## config.mk

```make
export PLATFORM = sky130hd
export DESIGN_NAME = spi_frame_receiver_flat
export DESIGN_NICKNAME = d
export VERILOG_FILES = /design/src/rtl/spi_frame_receiver_if.sv /design/src/rtl/spi_frame_receiver.sv /design/src/flat_wrapper.sv
export SDC_FILE = /design/constraint.sdc
export NUM_CORES = 1
export LEC_CHECK = 0
export ABC_AREA = 1
export CAP_MARGIN = 20
export CORE_MARGIN = 2
export CORE_UTILIZATION = 55
export CTS_BUF_LIST = sky130_fd_sc_hd__clkbuf_16
export DETAILED_ROUTE_END_ITERATION = 6
export PLACE_DENSITY = 0.87
export SLEW_MARGIN = 20
export SYNTH_ARGS = -nofsm -noshare
export SYNTH_HDL_FRONTEND = slang
export SYNTH_SLANG_ARGS = --single-unit
```

## constraint.sdc

```tcl
create_clock -name clk_i -period 3.7 [get_ports clk_i]
set_input_delay 0.555 -clock clk_i [delete_from_list [all_inputs] [get_ports clk_i]]
set_output_delay 0.555 -clock clk_i [all_outputs]
set_load 0.03 [all_outputs]
```

## src/rtl/spi_frame_receiver_if.sv

```systemverilog
// Pin and stream bundle for spi_frame_receiver: SPI slave pins plus the
// rx valid/ready word stream and status flags.
interface spi_frame_receiver_if #(
  parameter int unsigned DATA_WIDTH = 32
);
  logic                  sck_i;
  logic                  cs_n_i;
  logic                  mosi_i;
  logic                  miso_o;
  logic [DATA_WIDTH-1:0] rx_data_o;
  logic                  rx_valid_o;
  logic                  rx_ready_i;
  logic                  frame_err_o;
  logic                  overrun_o;

  modport slave (
    input  sck_i, cs_n_i, mosi_i, rx_ready_i,
    output miso_o, rx_data_o, rx_valid_o, frame_err_o, overrun_o
  );

  modport master (
    output sck_i, cs_n_i, mosi_i, rx_ready_i,
    input  miso_o, rx_data_o, rx_valid_o, frame_err_o, overrun_o
  );
endinterface

```

## src/rtl/spi_frame_receiver.sv

```systemverilog
// SPI mode-0 slave receiving DATA_WIDTH-bit write frames, oversampled in clk_i.
// Optional echo of the previously delivered word on miso: macro SPI_RX_ECHO_EN.
module spi_frame_receiver #(
  parameter int unsigned DATA_WIDTH  = 32,
  parameter int unsigned SYNC_STAGES = 2
) (
  input logic                   clk_i,
  input logic                   rst,
  spi_frame_receiver_if.slave   bus
);

  localparam int unsigned CNT_W = $clog2(DATA_WIDTH + 2);

  typedef enum logic [1:0] {WAIT_IDLE, IDLE, SHIFT, CLOSE} state_t;

  state_t                  r_state;
  logic [SYNC_STAGES-1:0]  r_sck_sync, r_cs_sync, r_mosi_sync;
  logic                    r_sck_hist, r_cs_hist, r_mosi_hist;
  logic                    r_sck_rise, r_cs_rise, r_cs_fall;
  logic [CNT_W-1:0]        r_cnt;
  logic [DATA_WIDTH-1:0]   r_sr;
  logic [DATA_WIDTH-1:0]   r_rx_data;
  logic                    r_rx_valid;
  logic                    r_frame_err;
  logic                    r_overrun;
  logic                    w_sck, w_cs, w_mosi;

  assign w_sck  = r_sck_sync[SYNC_STAGES-1];
  assign w_cs   = r_cs_sync[SYNC_STAGES-1];
  assign w_mosi = r_mosi_sync[SYNC_STAGES-1];

`ifdef SPI_RX_ECHO_EN
  logic                    r_sck_fall;
  logic [DATA_WIDTH-1:0]   r_tx;
  logic                    r_miso;
`endif

  // Synchronizers, history flops and registered edge pulses; cs_n resets low
  // so a reset released mid-frame waits for a real cs_n high before IDLE.
  always_ff @(posedge clk_i or posedge rst) begin
    if (rst) begin
      r_sck_sync  <= '0;
      r_cs_sync   <= '0;
      r_mosi_sync <= '0;
      r_sck_hist  <= 1'b0;
      r_cs_hist   <= 1'b0;
      r_mosi_hist <= 1'b0;
      r_sck_rise  <= 1'b0;
      r_cs_rise   <= 1'b0;
      r_cs_fall   <= 1'b0;
`ifdef SPI_RX_ECHO_EN
      r_sck_fall  <= 1'b0;
`endif
    end else begin
      r_sck_sync  <= {r_sck_sync[SYNC_STAGES-2:0], bus.sck_i};
      r_cs_sync   <= {r_cs_sync[SYNC_STAGES-2:0], bus.cs_n_i};
      r_mosi_sync <= {r_mosi_sync[SYNC_STAGES-2:0], bus.mosi_i};
      r_sck_hist  <= w_sck;
      r_cs_hist   <= w_cs;
      r_mosi_hist <= w_mosi;
      r_sck_rise  <= w_sck & ~r_sck_hist;
      r_cs_rise   <= w_cs & ~r_cs_hist;
      r_cs_fall   <= ~w_cs & r_cs_hist;
`ifdef SPI_RX_ECHO_EN
      r_sck_fall  <= ~w_sck & r_sck_hist;
`endif
    end
  end

  // Frame FSM, word delivery and status flags.
  always_ff @(posedge clk_i or posedge rst) begin
    if (rst) begin
      r_state     <= WAIT_IDLE;
      r_cnt       <= '0;
      r_sr        <= '0;
      r_rx_data   <= '0;
      r_rx_valid  <= 1'b0;
      r_frame_err <= 1'b0;
      r_overrun   <= 1'b0;
`ifdef SPI_RX_ECHO_EN
      r_tx        <= '0;
      r_miso      <= 1'b0;
`endif
    end else begin
      r_frame_err <= 1'b0;
      if (r_rx_valid && bus.rx_ready_i) r_rx_valid <= 1'b0;
      case (r_state)
        WAIT_IDLE: if (w_cs) r_state <= IDLE;
        IDLE: begin
          if (r_cs_fall) begin
            r_cnt   <= '0;
            r_sr    <= '0;
            r_state <= SHIFT;
`ifdef SPI_RX_ECHO_EN
            r_tx    <= {r_rx_data[DATA_WIDTH-2:0], 1'b0};
            r_miso  <= r_rx_data[DATA_WIDTH-1];
`endif
          end
        end
        SHIFT: begin
          if (r_sck_rise) begin
            r_sr <= {r_sr[DATA_WIDTH-2:0], r_mosi_hist};
            if (r_cnt != CNT_W'(DATA_WIDTH + 1)) r_cnt <= r_cnt + CNT_W'(1);
          end
`ifdef SPI_RX_ECHO_EN
          if (r_sck_fall) begin
            r_miso <= r_tx[DATA_WIDTH-1];
            r_tx   <= {r_tx[DATA_WIDTH-2:0], 1'b0};
          end
`endif
          if (r_cs_rise) begin
            r_state <= CLOSE;
`ifdef SPI_RX_ECHO_EN
            r_miso  <= 1'b0;
`endif
          end
        end
        CLOSE: begin
          if (r_cnt == CNT_W'(DATA_WIDTH)) begin
            if (!r_rx_valid || bus.rx_ready_i) begin
              r_rx_data  <= r_sr;
              r_rx_valid <= 1'b1;
            end else begin
              r_overrun  <= 1'b1;
            end
          end else begin
            r_frame_err <= 1'b1;
          end
          r_state <= IDLE;
        end
        default: r_state <= WAIT_IDLE;
      endcase
    end
  end

  assign bus.rx_data_o   = r_rx_data;
  assign bus.rx_valid_o  = r_rx_valid;
  assign bus.frame_err_o = r_frame_err;
  assign bus.overrun_o   = r_overrun;
`ifdef SPI_RX_ECHO_EN
  assign bus.miso_o      = r_miso;
`else
  assign bus.miso_o      = 1'b0;
`endif

endmodule

```

## src/flat_wrapper.sv

```systemverilog
// flat-port wrapper written by rule: the top's interface ports become plain ports
module spi_frame_receiver_flat 
#(
  parameter int unsigned DATA_WIDTH  = 32,
  parameter int unsigned SYNC_STAGES = 2
)
  (clk_i, rst, bus_sck_i, bus_cs_n_i, bus_mosi_i, bus_rx_ready_i, bus_miso_o, bus_rx_data_o, bus_rx_valid_o, bus_frame_err_o, bus_overrun_o);
  spi_frame_receiver_if #(.DATA_WIDTH(DATA_WIDTH)) bus_i ();
  input logic clk_i;
  input logic rst;
  input wire logic [$bits(bus_i.sck_i)-1:0] bus_sck_i;
  input wire logic [$bits(bus_i.cs_n_i)-1:0] bus_cs_n_i;
  input wire logic [$bits(bus_i.mosi_i)-1:0] bus_mosi_i;
  input wire logic [$bits(bus_i.rx_ready_i)-1:0] bus_rx_ready_i;
  output wire logic [$bits(bus_i.miso_o)-1:0] bus_miso_o;
  output wire logic [$bits(bus_i.rx_data_o)-1:0] bus_rx_data_o;
  output wire logic [$bits(bus_i.rx_valid_o)-1:0] bus_rx_valid_o;
  output wire logic [$bits(bus_i.frame_err_o)-1:0] bus_frame_err_o;
  output wire logic [$bits(bus_i.overrun_o)-1:0] bus_overrun_o;
  assign bus_i.sck_i = bus_sck_i;
  assign bus_i.cs_n_i = bus_cs_n_i;
  assign bus_i.mosi_i = bus_mosi_i;
  assign bus_i.rx_ready_i = bus_rx_ready_i;
  assign bus_miso_o = bus_i.miso_o;
  assign bus_rx_data_o = bus_i.rx_data_o;
  assign bus_rx_valid_o = bus_i.rx_valid_o;
  assign bus_frame_err_o = bus_i.frame_err_o;
  assign bus_overrun_o = bus_i.overrun_o;
  spi_frame_receiver #(.DATA_WIDTH(DATA_WIDTH), .SYNC_STAGES(SYNC_STAGES)) u_core (.clk_i(clk_i), .rst(rst), .bus(bus_i));
endmodule
```

congestion_map.png
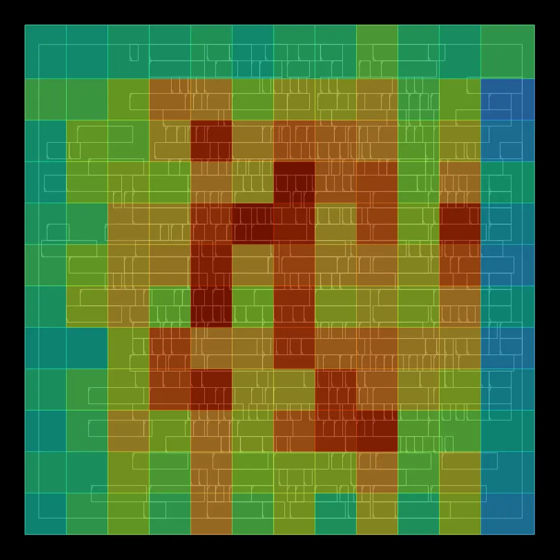
All-Layer GR Usage: 22.5%
GR Util met3: 4.38%
M1 GR Usage: 30.5%
Finished Core Util: 67.4%
M2 GR Usage: 34.5%

ff_map.png
Bar = 20 µm.
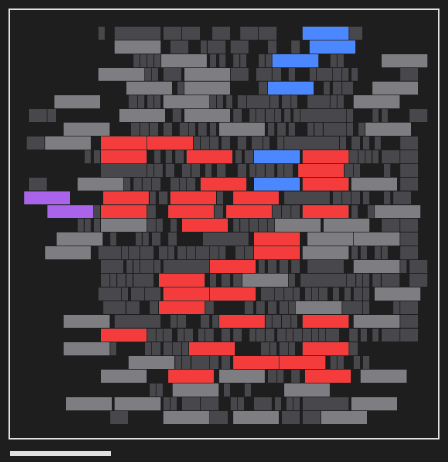
legend:
  u_core.r_sr:
    color: red
    placed_flops: 32
  u_core.r_cnt:
    color: blue
    placed_flops: 6
  u_core.r_cs_sync:
    color: purple
    placed_flops: 2

class_map.png
Bar = 20 µm.
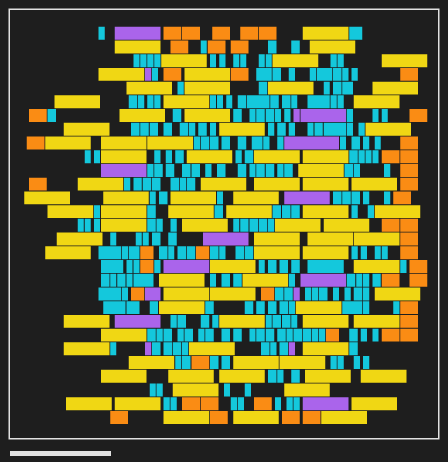
legend:
  registers:
    color: yellow
    cells: 87
  remaining logic cells:
    color: cyan
    cells: 272
  clock drivers and dummy loads:
    color: purple
    cells: 16
  remaining buffers and delay cells:
    color: orange
    cells: 46
flop share of the area: 50.8%
core area: 0.00635 mm²
Post-Layout Inst Area: 0.00428 mm²
row count: 29

-- where the power goes --
part,total [mW],internal [mW],switching (mW)
sequential,1.02,0.990,0.0304
clock,0.861,0.512,0.349
combinational,0.614,0.121,0.494
-- kinds of logic (layout without fill, tap and decap cells) --
kind of cell	Yosys count	after routing	synth area share, %
other	1	1	0.104
AND-OR/OR-AND	43	43	6.13
flip-flops	87	87	60.6
AND/OR/NAND/NOR	202	202	24.5
adder cells (fa/ha/maj)	7	7	2.44
XOR/XNOR	2	2	0.487
buffers and inverters	41	79	5.78
-- cell type report --
type	instances	area, µm²
multi-input cells	255	1210
repair buffers	46	445
well taps	77	96.3
clock inverters	7	57.6
fillers	470	2070
inverters	17	65.1
clock buffers	9	225
flip-flops and latches	87	2180
==> results.toml <==
# physical design summary
[floorplan]
num_io_pins = 42
chipArea_mm2 = 0.00720
initial_utilization_pct = 56.6
die_h_um = 84.8

[setup_path]
crit_buf_inv = 3
critPathSlowestCell = "nor2_4"
crit_arrival_ns = 2.52
slowest_delay_ns = 0.61
r2r_end = "u_core.r_cnt[4]$_DFFE_PP0P_"
reg2reg_from = "u_core.r_state[1]$_DFFE_PP0P_"
critPathLaunch = "u_core.r_state[1]$_DFFE_PP0P_"
startpoint_type = "flop"
rrSetupSlack_ns = 1.38
cp-endpoint = "u_core.r_cnt[4]$_DFFE_PP0P_"
path_common_cell = "nand2_1"
end_kind = "flop"

[job]
openroad.warnings = 31
maxCapViolations = 0

[route]
drtAntennaViolNets = 0
routed.top_layer = "met4"
drtIter0Drc = 343
wl_per_cell_um = 14.9
wl_met2_mm = 3.61
drt_pass1_iterations = 7
dr_wl_met3_um = 422
drt-total-wl_mm = 7.44
vias_per_cell = 5.69

[sta]
worst_pin_slew_ns = 0.857
hold_viol_final = 0
period_needed_ns = 2.32
fin_tns_setup_ns = 0
holdWs_ns = 0.349
timing.final.ws_setup_ns = 1.38
timing.slew.headroom_pct = 42.9
clock_skew_ns = 0.00544
period_used_pct = 62.6
finalSetupViolCount = 0

[global_route]
grt_start_max_net_pins = 41
grt-ovfl-total = 0
grt_pass1_wl_mm = 12.6
busiest_layer = "met2"

[yosys]
synth-seq-cells = 87
ys_top_cells_by_area = "dfrtp_1, nand2_1, nand3_1"
ys_chip_area_mm2 = 0.00359
ff_type = "dfrtp_1"
syn-cell-area_mm2 = 0.00359
ys_cells = 383
top_cell_area_share_pct = 60.6
edf_count = 0
ys_types = 24
top_area_cell = "dfrtp_1"
synth_area_per_cell_um2 = 9.39
common_cells = "nand2_1, dfrtp_1, nand3_1"
yosysMostFrequentCell = "nand2_1"
ys_warn_count = 0
syn-num-nets = 396

[placed_design]
portBuffers = 40
placed_cells = 482
dpl_worst_slack_ns = 1.00
hpwlAfterDp_mm = 4.62
place_area_mm2 = 0.00399

[cells_and_area]
lay_top_count = "nand2_1"
lay_top_cells = "nand2_1, dfrtp_1, nand3_1, clkdlybuf4s50_1, o21ai_0"
nNetsFinal = 429
drive_gt1_share_pct = 5.70
area_growth_pct = 19.1

[power_and_ir_drop]
p_total_mw = 2.50
ir_drop_mv = 0.468
leakagePower_nw = 2.24

[clock_network]
cts_max_level = 3
hold_buffers = 0
clockRootBuffer = "clkbuf_16"
clock_latency_ns = 0.34
cts_setup_buffers = 0
cts_sinks = 87
cts_tree = "yes"
cts.clk_slew.worst_paths_ns = 0.06
clockBufferDepth = 2

[hold_path]
hold_depth = 0
holdPathEnd = "u_core.r_mosi_hist$_DFF_PP0_"

[status]
status = "finished, final reports clean"
No activity file was given, so power comes from the tool's default toggle rates.
